## src/rtl/mips_dbg_pkg.sv

```systemverilog
// Shared types and constants for the mips run controller: FSM states,
// halt-cause codes and a width helper.
package mips_dbg_pkg;

  typedef enum logic [1:0] {
    S_RST  = 2'd0,
    S_RUN  = 2'd1,
    S_STEP = 2'd2,
    S_HALT = 2'd3
  } state_t;

  localparam logic [2:0] HC_NONE = 3'd0;
  localparam logic [2:0] HC_STEP = 3'd1;
  localparam logic [2:0] HC_REQ  = 3'd2;
  localparam logic [2:0] HC_BP   = 3'd3;
  localparam logic [2:0] HC_TMO  = 3'd4;

  // Ceiling log2, never below 1 so it can size a vector directly.
  function automatic int clog2(input int v);
    int r;
    r = 1;
    for (int i = 1; i < 31; i++) begin
      if ((1 << i) < v) r = i + 1;
    end
    return r;
  endfunction

endpackage

```

## src/rtl/bp_match.sv

```systemverilog
// PC breakpoint comparators with a lowest-index-wins priority encoder.
module bp_match
  import mips_dbg_pkg::*;
#(
  parameter int PC_W   = 32,
  parameter int NUM_BP = 2
) (
  input  logic [PC_W-1:0]        pc,
  input  logic [NUM_BP-1:0]      bp_en,
  input  logic [NUM_BP*PC_W-1:0] bp_addr,
  output logic                   hit,
  output logic [clog2(NUM_BP)-1:0] idx
);

  localparam int IDX_W = clog2(NUM_BP);

  // Scan from the top down so the lowest matching index is the last write.
  always_comb begin
    hit = 1'b0;
    idx = '0;
    for (int i = NUM_BP - 1; i >= 0; i--) begin
      if (bp_en[i] && (bp_addr[i*PC_W +: PC_W] == pc)) begin
        hit = 1'b1;
        idx = IDX_W'(i);
      end
    end
  end

endmodule

```

## src/rtl/mips_run_ctrl.sv

```systemverilog
// Run controller for the mips core: reset stretching, free-run / single-step,
// PC breakpoints, halt request, cycle-budget timeout and enabled-cycle count.
module mips_run_ctrl
  import mips_dbg_pkg::*;
#(
  parameter int RESET_CYCLES = 4,
  parameter int PC_W         = 32,
  parameter int CNT_W        = 32,
  parameter int NUM_BP       = 2,
  parameter int MAX_CYCLES   = 0
) (
  input  logic                     clk,
  input  logic                     reset,
  input  logic                     step_mode,
  input  logic                     resume,
  input  logic                     halt_req,
  input  logic [PC_W-1:0]          pc,
  input  logic [NUM_BP-1:0]        bp_en,
  input  logic [NUM_BP*PC_W-1:0]   bp_addr,
  output logic                     core_reset,
  output logic                     core_en,
  output logic                     halted,
  output logic [2:0]               halt_cause,
  output logic [clog2(NUM_BP)-1:0] bp_hit_idx,
  output logic [CNT_W-1:0]         cycle_cnt,
  output state_t                   dbg_state
);

  localparam int IDX_W = clog2(NUM_BP);
  localparam int RST_W = clog2(RESET_CYCLES);
  localparam logic [RST_W-1:0] RST_INIT = RST_W'(RESET_CYCLES - 1);
  localparam logic [CNT_W-1:0] TMO_AT =
    (MAX_CYCLES == 0) ? '0 : CNT_W'(MAX_CYCLES - 1);

  state_t           state, state_n;
  logic [RST_W-1:0] rst_cnt, rst_cnt_n;
  logic             skip_bp, skip_bp_n;
  logic [2:0]       cause_n;
  logic [IDX_W-1:0] idx_n;
  logic [CNT_W-1:0] cnt_n;
  logic             bp_hit;
  logic [IDX_W-1:0] bp_idx;
  logic             tmo;

  bp_match #(.PC_W(PC_W), .NUM_BP(NUM_BP)) u_bp (
    .pc      (pc),
    .bp_en   (bp_en),
    .bp_addr (bp_addr),
    .hit     (bp_hit),
    .idx     (bp_idx)
  );

  // >= rather than == so a resume after a timeout re-halts immediately.
  assign tmo = (MAX_CYCLES != 0) && (cycle_cnt >= TMO_AT);

  // resume is a one-cycle pulse honoured only while halted is high; there is
  // no other handshake, and halted rises the cycle after the halt condition.
  always_comb begin
    state_n   = state;
    rst_cnt_n = rst_cnt;
    skip_bp_n = skip_bp;
    cause_n   = halt_cause;
    idx_n     = bp_hit_idx;
    cnt_n     = cycle_cnt;
    case (state)
      S_RST: begin
        if (rst_cnt == '0) begin
          state_n = step_mode ? S_HALT : S_RUN;
          cause_n = HC_NONE;
        end else begin
          rst_cnt_n = rst_cnt - 1'b1;
        end
      end
      S_RUN, S_STEP: begin
        if (!(&cycle_cnt)) cnt_n = cycle_cnt + 1'b1;
        skip_bp_n = 1'b0;
        if (tmo) begin
          state_n = S_HALT;
          cause_n = HC_TMO;
        end else if (bp_hit && !skip_bp) begin
          state_n = S_HALT;
          cause_n = HC_BP;
          idx_n   = bp_idx;
        end else if (state == S_RUN && halt_req) begin
          state_n = S_HALT;
          cause_n = HC_REQ;
        end else if (state == S_STEP) begin
          state_n = S_HALT;
          cause_n = HC_STEP;
        end
      end
      S_HALT: begin
        if (resume) begin
          state_n   = step_mode ? S_STEP : S_RUN;
          cause_n   = HC_NONE;
          skip_bp_n = 1'b1;
        end
      end
      default: state_n = S_RST;
    endcase
  end

  always_ff @(posedge clk) begin
    if (reset) begin
      state      <= S_RST;
      rst_cnt    <= RST_INIT;
      skip_bp    <= 1'b0;
      core_reset <= 1'b1;
      core_en    <= 1'b0;
      halted     <= 1'b0;
      halt_cause <= HC_NONE;
      bp_hit_idx <= '0;
      cycle_cnt  <= '0;
    end else begin
      state      <= state_n;
      rst_cnt    <= rst_cnt_n;
      skip_bp    <= skip_bp_n;
      core_reset <= (state_n == S_RST);
      core_en    <= (state_n == S_RUN) || (state_n == S_STEP);
      halted     <= (state_n == S_HALT);
      halt_cause <= cause_n;
      bp_hit_idx <= idx_n;
      cycle_cnt  <= cnt_n;
    end
  end

  assign dbg_state = state;

endmodule

```

## config.mk

```make
export PLATFORM = sky130hd
export DESIGN_NAME = mips_run_ctrl
export DESIGN_NICKNAME = d
export VERILOG_FILES = /design/src/rtl/mips_dbg_pkg.sv /design/src/rtl/bp_match.sv /design/src/rtl/mips_run_ctrl.sv
export SDC_FILE = /design/constraint.sdc
export NUM_CORES = 1
export LEC_CHECK = 0
export ABC_AREA = 1
export ABC_CLOCK_PERIOD_IN_PS = 4500
export CAP_MARGIN = 20
export CORE_MARGIN = 3
export CORE_UTILIZATION = 25
export CTS_CLUSTER_SIZE = 14
export DETAILED_ROUTE_END_ITERATION = 10
export PLACE_DENSITY = 0.51
export SLEW_MARGIN = 20
export SYNTH_ARGS = -nofsm -noshare
export SYNTH_HDL_FRONTEND = slang
export SYNTH_SLANG_ARGS = --single-unit
```

## constraint.sdc

```tcl
create_clock -name clk -period 4.5 [get_ports clk]
set_input_delay 1.35 -clock clk [delete_from_list [all_inputs] [get_ports clk]]
set_output_delay 1.35 -clock clk [all_outputs]
set_load 0.02 [all_outputs]
```

Figure 1. Cell area per tile.
Scale: 3 px per um. The die is cut into 12 by 12 equal tiles; black is low, pale yellow is high, 0 to 100% covered.
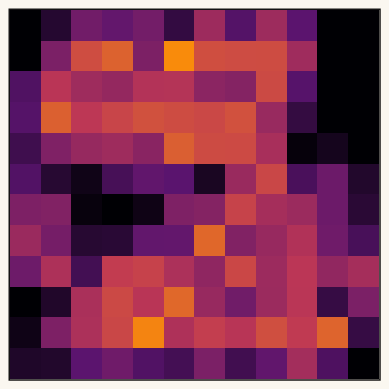
nearly empty tiles	10%
fullest tile	75%
mean over tiles	33%
emptiest ninth of the die	top right

Figure 2. Placed cells, one color a class.
Scale: 2 px per um.
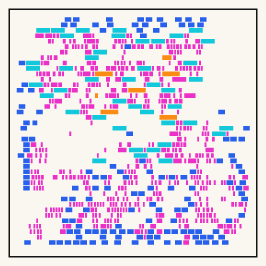
class	color	cells	share of their area
remaining buffers and delay cells	blue	143	29%
clock drivers and dummy loads	orange	7	2.9%
sequential cells	cyan	43	17%
combinational and other logic	magenta	524	51%

Figure 3. Signal wires by layer.
Scale: 2 px per um.
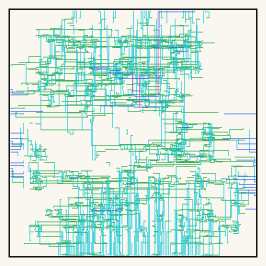
layer	color	wire length
metal 4	magenta	66.6 um
metal 2	cyan	5520 um
metal 1	green	5280 um
metal 3	blue	417 um

Figure 4. Clock nets.
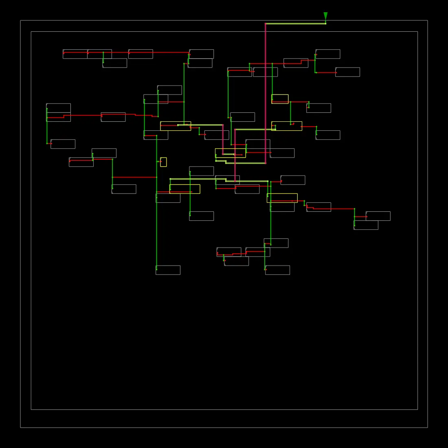
CTS buffer count: 5
clk_buf instances: 6

-- critical path, stage by stage --
cell and delay, ns:
clkdlybuf4s50_1 0.48, inv_1 0.07, a21boi_0 0.15, nand2_1 0.07, nor2_1 0.10, nand2_1 0.06
nor2_1 0.15, nand3_1 0.13, nand2_1 0.10, nand3_1 0.09, nand3_1 0.09, nand2_1 0.09
ha_1 0.18, or2_2 0.26
-- power by group through the flow --
stage / Clock, mW / Sequential, mW / Combinational, mW
floorplan: 0 / 0.502 / 0.388
global placement: 0 / 0.468 / 0.662
detailed placement: 0 / 0.468 / 0.672
CTS: 0.377 / 0.460 / 0.674
global route: 0.394 / 0.467 / 0.753
finish: 0.367 / 0.459 / 0.667
-- state kept, by name, summed over array words and instances, names as in the netlist --
register,count
skip_bp,1
core_reset,1
rst_cnt,2
halted,1
core_en,1
halt_cause,2
bp_hit_idx,1
cycle_cnt,32
dbg_state,2
-- layout by cell type (no fill, tap or decap), drive strengths merged --
cell | Yosys | routed
a211oi | 3 | 3
a21boi | 1 | 1
a21oi | 27 | 27
a221oi | 1 | 1
a31oi | 1 | 1
and3 | 3 | 3
buf | 3 | 1
clkbuf | 4 | 6
clkdlybuf4s50 | 0 | 142
clkinv | 0 | 1
conb | 1 | 1
dfxtp | 43 | 43
ha | 7 | 7
inv | 111 | 111
nand2 | 175 | 175
nand3 | 19 | 19
nand3b | 1 | 1
nand4 | 12 | 12
nor2 | 71 | 71
nor3 | 16 | 16
nor3b | 2 | 2
nor4 | 4 | 4
o211ai | 2 | 2
o21a | 1 | 1
o21ai | 33 | 33
o21bai | 2 | 2
o22ai | 1 | 1
or2 | 2 | 2
xnor2 | 17 | 17
xor2 | 11 | 11
==> impl_metrics.csv <==
group,metric,value,unit
floorplanning,taps,176,
critical_path,cp_max_fo,3,
yosys,ys_area,3430,um2
final_layout,syn_to_final_growth,51.0,%
yosys,synth_cells,574,
outcome,outcome,"complete, no violations",
yosys,synthAoiAreaFrac,0.123,
final_layout,finalNonFillerCells,893,
timing,hold_viol,0,
yosys,yosysMostFrequentCell,"nand2_1",
routing,via_count,3873,
final_layout,signal_buffers,143,
critical_path,ff2ff_setup_slack,2.13,ns
clock_network,clk_pin_slew,0.06,ns
global_route,grt_overflow_total,0,
clock_network,cts.sinks,43,
yosys,ys_cells,574,
final_layout,comb_area,2100,um2
final_layout,fin_area,5170,um2
floorplanning,core,13300,um2
min_path,hp-start,"bp_hit_idx",
global_route,use_met1,0.194,
global_route,gr-usage-met3,0.0220,
timing,finalCritPeriodShare,0.715,
final_layout,diodes,0,
yosys,edf_count,0,
yosys,ys_sh_adder,0.0256,
timing,worstMarginPinSlew,0.614,ns
yosys,synthSimpleGateAreaFrac,0.392,
critical_path,startpoint,"pc[31]",
critical_path,crit_end,"core_reset",
final_layout,layout.filler_cells,1462,
routing,wl_per_cell,12.6,um
yosys,ys_seq_frac,0.251,
placed_design,dp_slack,0.954,ns
clock_network,cts_tree,"yes",
timing,slew_headroom,0.590,
yosys,netlist_area,3430,um2
yosys,synthTopCellsByArea,"dfxtp_1, nand2_1, inv_1, nor2_1, o21ai_0",
timing,setup_slack,1.28,ns
final_layout,logic_gate_count,413,
min_path,hold_path_class,"reg -> reg",
clock_network,cts_root_buf,"clkbuf_16",
timing,tns,0,ns
critical_path,reg2reg_from,"cycle_cnt[0]",
yosys,yosysTopAreaCell,"dfxtp_1",
floorplanning,rows,42,
power_and_ir_drop,intPower,0.918,mW
yosys,muxShareOfSynthArea,0,
power_and_ir_drop,pwr_density_cell,289,nW/um2
routing,top_layer,"met4",
routing,detail_route.first_pass.iterations,4,
final_layout,flops,43,
flow_run,cap_violations,0,
timing,fmax,311,MHz
clock_network,postCtsHoldBufs,0,
clock_network,h-tree-depth,2,
critical_path,worstPathRequired,4.67,ns
routing,wl_met1,5280,um
yosys,yosys_most_used_dff,"dfxtp_1",
routing,drt_wl_total,11300,um
final_layout,layout-drive-gt1-share,0.0516,
final_layout,buf_share,0.276,
min_path,hold_depth,2,
final_layout,nonClockInverterCount,111,
clock_network,cts_setup_buffers,0,
global_route,antenna_found_initial,0,
final_layout,seqCellArea,861,um2
floorplanning,ios,144,
floorplanning,die-width,123,um
final_layout,sh_comb_area,0.406,
routing,drc,0,
critical_path,reg2reg_depth,13,
yosys,top_cells_by_count,"nand2_1, inv_1, nor2_1, dfxtp_1, o21ai_0",
routing,met3_length,416,um
yosys,yosys_warnings,0,
power_and_ir_drop,power_switching_share,0.386,
routing,final_antenna_net_count,0,
critical_path,arrival,3.39,ns
Power is estimated from default activity; no workload was simulated.
